==> images/port_nets.png <==
(4 px per um)
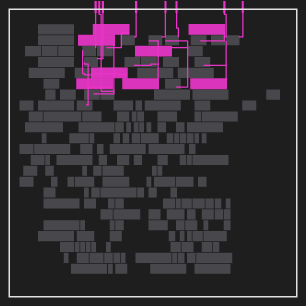
==> images/metal_stack.png <==
(4 px per um)
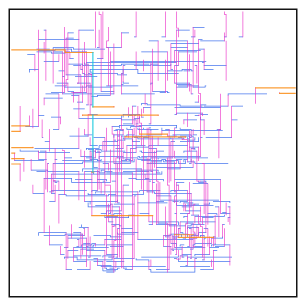
==> images/final_congestion.png <==
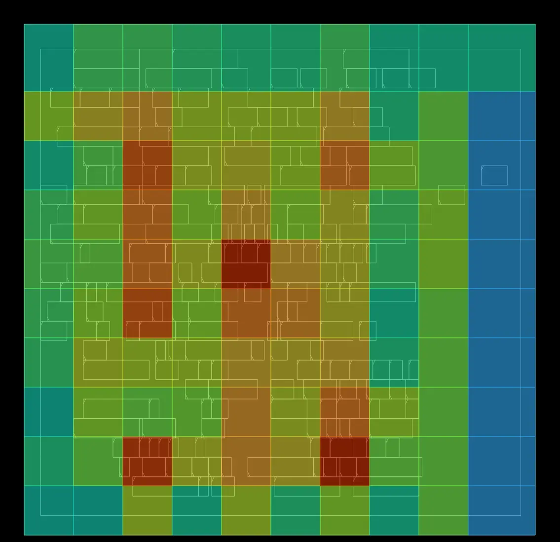
==> images/pins.png <==
(4 px per um) Pins as bars across the die edge, other pins in gray.
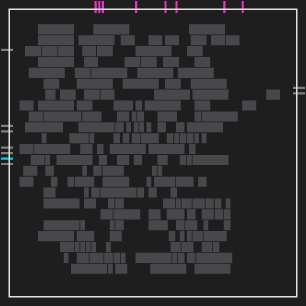
$ cat config.mk
export PLATFORM = sky130hd
export DESIGN_NAME = uart_rx_ovs
export DESIGN_NICKNAME = d
export VERILOG_FILES = /design/src/rtl/uart_rx_ovs.sv
export SDC_FILE = /design/constraint.sdc
export NUM_CORES = 1
export LEC_CHECK = 0
export CELL_PAD_IN_SITES_DETAIL_PLACEMENT = 0
export CELL_PAD_IN_SITES_GLOBAL_PLACEMENT = 2
export CORE_MARGIN = 2
export CORE_UTILIZATION = 40
export DETAILED_ROUTE_END_ITERATION = 8
export GPL_ROUTABILITY_DRIVEN = 0
export PLACE_DENSITY = 0.92
export SLEW_MARGIN = 25
export SYNTH_ARGS = -nofsm -noshare
export SYNTH_HDL_FRONTEND = slang
export SYNTH_SLANG_ARGS = --single-unit
$ cat constraint.sdc
create_clock -name bclk -period 3.45 [get_ports bclk]
set_input_delay 0.5175 -clock bclk [delete_from_list [all_inputs] [get_ports bclk]]
set_output_delay 0.5175 -clock bclk [all_outputs]
set_load 0.02 [all_outputs]
$ cat src/rtl/uart_rx_ovs.sv
`timescale 1ns/1ps
// uart_rx_ovs
//   Oversampling UART receiver. Recovers one frame per start bit from rxd
//   using bclk running at OVS x baud. Data width, parity mode and number of
//   stop bits are parameters. Flags framing, parity and overrun errors and
//   hands the received word over with a valid/ack handshake.
//
// Parameters
//   DATA_BITS  data bits per frame (5..9), LSB first
//   OVS        bclk cycles per bit (even, >= 8)
//   PARITY     0 none, 1 odd, 2 even
//   STOP_BITS  1 or 2, every stop bit is checked
//
// Ports
//   bclk        in   oversample clock
//   rst         in   asynchronous reset, active high
//   rxd         in   serial input, idle high, asynchronous to bclk
//   rx_dout     out  received word, meaningful while rx_valid = 1
//   rx_valid    out  word available, held until accepted
//   rx_ack      in   word accepted when rx_valid & rx_ack
//   frame_err   out  a stop bit of the current word sampled low
//   parity_err  out  parity mismatch in the current word
//   overrun     out  sticky, a completed frame was dropped
//   ovr_clr     in   clears overrun (a simultaneous new overrun wins)
//
// Build option
//   UART_RX_MAJORITY_EN : each bit is the 2-of-3 majority of rxd_s at
//   mid-1, mid and mid+1; every decision (and rx_valid) lands one bclk later.
//
// state   | meaning
// --------+-----------------------------------------------------------
// S_IDLE  | waiting for a falling edge on rxd_s (armed once rxd_s seen high)
// S_START | timing to the middle of the start bit, rejects false starts
// S_DATA  | sampling DATA_BITS data bits, LSB first
// S_PAR   | sampling the parity bit (only when PARITY != 0)
// S_STOP  | sampling STOP_BITS stop bits, then delivering the word

module uart_rx_ovs #(
  parameter int DATA_BITS = 8,
  parameter int OVS       = 16,
  parameter int PARITY    = 0,
  parameter int STOP_BITS = 1
) (
  input  logic                 bclk,
  input  logic                 rst,
  input  logic                 rxd,
  output logic [DATA_BITS-1:0] rx_dout,
  output logic                 rx_valid,
  input  logic                 rx_ack,
  output logic                 frame_err,
  output logic                 parity_err,
  output logic                 overrun,
  input  logic                 ovr_clr
);

  localparam int CW = $clog2(OVS);
  localparam int BW = 4;
  localparam logic [CW-1:0] BIT_RELOAD = CW'(OVS - 1);

  typedef enum logic [2:0] {
    S_IDLE,
    S_START,
    S_DATA,
    S_PAR,
    S_STOP
  } state_t;

  state_t               state;
  logic                 rxd_m;
  logic                 rxd_s;
  logic                 bit_val;
  logic                 armed;
  logic [CW-1:0]        cnt;
  logic [BW-1:0]        bcnt;
  logic [DATA_BITS-1:0] shreg;
  logic                 par_acc;
  logic                 par_bad;
  logic                 ferr_acc;
  logic                 frame_done;
  logic                 ovr_set;

  // Two-flop synchroniser, preset to the idle level.
  always_ff @(posedge bclk or posedge rst) begin
    if (rst) begin
      rxd_m <= 1'b1;
      rxd_s <= 1'b1;
    end else begin
      rxd_m <= rxd;
      rxd_s <= rxd_m;
    end
  end

`ifdef UART_RX_MAJORITY_EN
  // The decision is taken at mid+1 so that rxd_s, rxd_d1 and rxd_d2 hold
  // the samples from mid+1, mid and mid-1 respectively.
  localparam logic [CW-1:0] FIRST_WAIT = CW'(OVS / 2);
  logic rxd_d1;
  logic rxd_d2;

  always_ff @(posedge bclk or posedge rst) begin
    if (rst) begin
      rxd_d1 <= 1'b1;
      rxd_d2 <= 1'b1;
    end else begin
      rxd_d1 <= rxd_s;
      rxd_d2 <= rxd_d1;
    end
  end

  assign bit_val = (rxd_s & rxd_d1) | (rxd_s & rxd_d2) | (rxd_d1 & rxd_d2);
`else
  // Counter is loaded on the cycle the start edge is seen, so OVS/2-1 more
  // cycles land exactly on the middle of the start bit.
  localparam logic [CW-1:0] FIRST_WAIT = CW'(OVS / 2 - 1);
  assign bit_val = rxd_s;
`endif

  assign frame_done = (state == S_STOP) && (cnt == '0) && (bcnt == '0);
  assign ovr_set    = frame_done && rx_valid && !rx_ack;

  always_ff @(posedge bclk or posedge rst) begin
    if (rst) begin
      state      <= S_IDLE;
      armed      <= 1'b0;
      cnt        <= '0;
      bcnt       <= '0;
      shreg      <= '0;
      par_acc    <= 1'b0;
      par_bad    <= 1'b0;
      ferr_acc   <= 1'b0;
      rx_dout    <= '0;
      rx_valid   <= 1'b0;
      frame_err  <= 1'b0;
      parity_err <= 1'b0;
      overrun    <= 1'b0;
    end else begin
      // Handover. A completion while the old word is still unaccepted is
      // dropped; a completion coinciding with the ack replaces the word.
      if (frame_done) begin
        if (!ovr_set) begin
          rx_valid   <= 1'b1;
          rx_dout    <= shreg;
          frame_err  <= ferr_acc | ~bit_val;
          parity_err <= par_bad;
        end
      end else if (rx_valid && rx_ack) begin
        rx_valid <= 1'b0;
      end

      if (ovr_set) begin
        overrun <= 1'b1;
      end else if (ovr_clr) begin
        overrun <= 1'b0;
      end

      case (state)
        S_IDLE: begin
          if (rxd_s) begin
            armed <= 1'b1;
          end else if (armed) begin
            state <= S_START;
            armed <= 1'b0;
            cnt   <= FIRST_WAIT;
          end
        end

        S_START: begin
          if (cnt != '0) begin
            cnt <= cnt - 1'b1;
          end else if (bit_val) begin
            state <= S_IDLE;
            armed <= 1'b1;
          end else begin
            state    <= S_DATA;
            cnt      <= BIT_RELOAD;
            bcnt     <= BW'(DATA_BITS - 1);
            par_acc  <= 1'b0;
            par_bad  <= 1'b0;
            ferr_acc <= 1'b0;
          end
        end

        S_DATA: begin
          if (cnt != '0) begin
            cnt <= cnt - 1'b1;
          end else begin
            shreg   <= {bit_val, shreg[DATA_BITS-1:1]};
            par_acc <= par_acc ^ bit_val;
            cnt     <= BIT_RELOAD;
            if (bcnt == '0) begin
              state <= (PARITY != 0) ? S_PAR : S_STOP;
              bcnt  <= BW'(STOP_BITS - 1);
            end else begin
              bcnt <= bcnt - 1'b1;
            end
          end
        end

        S_PAR: begin
          if (cnt != '0) begin
            cnt <= cnt - 1'b1;
          end else begin
            // XOR over data+parity must be 1 for odd parity, 0 for even.
            par_bad <= (PARITY == 1) ? ~(par_acc ^ bit_val) : (par_acc ^ bit_val);
            cnt     <= BIT_RELOAD;
            state   <= S_STOP;
          end
        end

        S_STOP: begin
          if (cnt != '0) begin
            cnt <= cnt - 1'b1;
          end else begin
            ferr_acc <= ferr_acc | ~bit_val;
            cnt      <= BIT_RELOAD;
            if (bcnt == '0) begin
              // A low final stop (break) leaves the receiver disarmed until
              // the line has been seen high again.
              state <= S_IDLE;
              armed <= bit_val;
            end else begin
              bcnt <= bcnt - 1'b1;
            end
          end
        end

        default: begin
          state <= S_IDLE;
        end
      endcase
    end
  end

endmodule

==> tab_implementation.tex <==
% Generated from flow reports
\begin{tabular}{lr}
\hline
Metric & Value \\
\hline
\multicolumn{2}{l}{\textbf{Final timing}} \\
\quad Final Hold Viols & 0 \\
\quad Maximum clock frequency & 398 MHz \\
\quad Final clock skew & 0.00245 ns \\
\multicolumn{2}{l}{\textbf{Final layout}} \\
\quad Comb/total area & slightly below 40\% \\
\quad Number of flip-flops and latches & 37 \\
\quad Non-clock buffer count in the final layout & 17 \\
\quad Multi-input combinational cell count & 111 \\
\quad Fraction of layout cells with a size suffix above 1 & $\sim$14\% \\
\quad Final non-clock buffer share & just under 8\% \\
\quad Synth-to-Final Area Change & 16.1\% \\
\multicolumn{2}{l}{\textbf{Setup path}} \\
\quad Endpoint of the worst register-to-register path & rx\_dout[5] \\
\quad Endpoint kind of the worst setup timing path & flip-flop \\
\quad CP Data Arrival Time & 2.68 ns \\
\quad Register-to-Register Path Depth & 5 \\
\multicolumn{2}{l}{\textbf{Synth}} \\
\quad Count of distinct cell types in the synthesized netlist & 42 \\
\quad Count of state elements after synthesis & 37 \\
\quad Top cells by count, synth & 35 x dfrtp\_1, 15 x nand2\_1, 10 x inv\_1, 10 x o21ai\_0, 9 x mux2\_1 \\
\quad Synthesized Nets & 174 \\
\quad Cell taking the most area after synthesis & dfrtp\_1 \\
\quad Leading cell types by total area after synthesis & dfrtp\_1 48\%, mux2\_1 5.6\%, mux2\_2 4.9\%, nand2\_1 3.1\%, dfstp\_2 2.9\% \\
\quad Yosys warning count & 0 \\
\multicolumn{2}{l}{\textbf{Run status}} \\
\quad Status & completed \\
\multicolumn{2}{l}{\textbf{Power and ir drop}} \\
\quad Power share of the sequential group & 46.4\% \\
\quad Internal & 844 uW \\
\multicolumn{2}{l}{\textbf{Clocking}} \\
\quad Clock Sinks & 37 \\
\quad TritonCTS clock tree & built \\
\quad Number of buffers inserted by post-CTS setup repair & 0 \\
\multicolumn{2}{l}{\textbf{Place}} \\
\quad Cell Area, Placed & 0.00202 mm2 \\
\quad Post-DP HPWL & 2520 um \\
\multicolumn{2}{l}{\textbf{Drt}} \\
\quad Number of DRC markers after the initial detailed-route iteration & 56 \\
\quad DRC violations left & 0 \\
\quad Pre-Repair DR Iteration Count & 4 \\
\multicolumn{2}{l}{\textbf{Worst hold path}} \\
\quad Terminating pin of the worst hold path & bit\_val \\
\multicolumn{2}{l}{\textbf{Global routing}} \\
\quad Global-route wire length before repair & 6150 um \\
\multicolumn{2}{l}{\textbf{Floorplanning}} \\
\quad N\_taps & 52 \\
\hline
\end{tabular}
-- port_nets.png (at the start) --
rx_dout: in magenta, bits 8, direction output, edge top, end cells 8, wire 209 um.
IO Pins: 17
quantity of I/O buffers inserted on ports: 16

-- metal_stack.png (at the start) --
met3: in orange, wire length 127 um. met1: in blue, wire length 1620 um. met4: in cyan, wire length 27.9 um. met2: in magenta, wire length 1650 um.
total routed wirelength: 3420 um
total via count in the routed design: 1293
global-route usage over all layers: 15.1%

-- final_congestion.png (at the start) --
most crowded layer after global routing: met2
end-of-flow core utilization: 48.3%
met3 GRT Util: 2.81%
global-route met2 utilization: 24.3%
detail-routed net length per standard cell: 14.6 um

-- pins.png (at the start) --
rx_dout: in magenta, pins 8, direction output, edge top. rx_ack: in cyan, pins 1, direction input, edge left.
Die X: 71.5 um
Die Y: 71.5 um

Power and IR drop assume default switching activity.
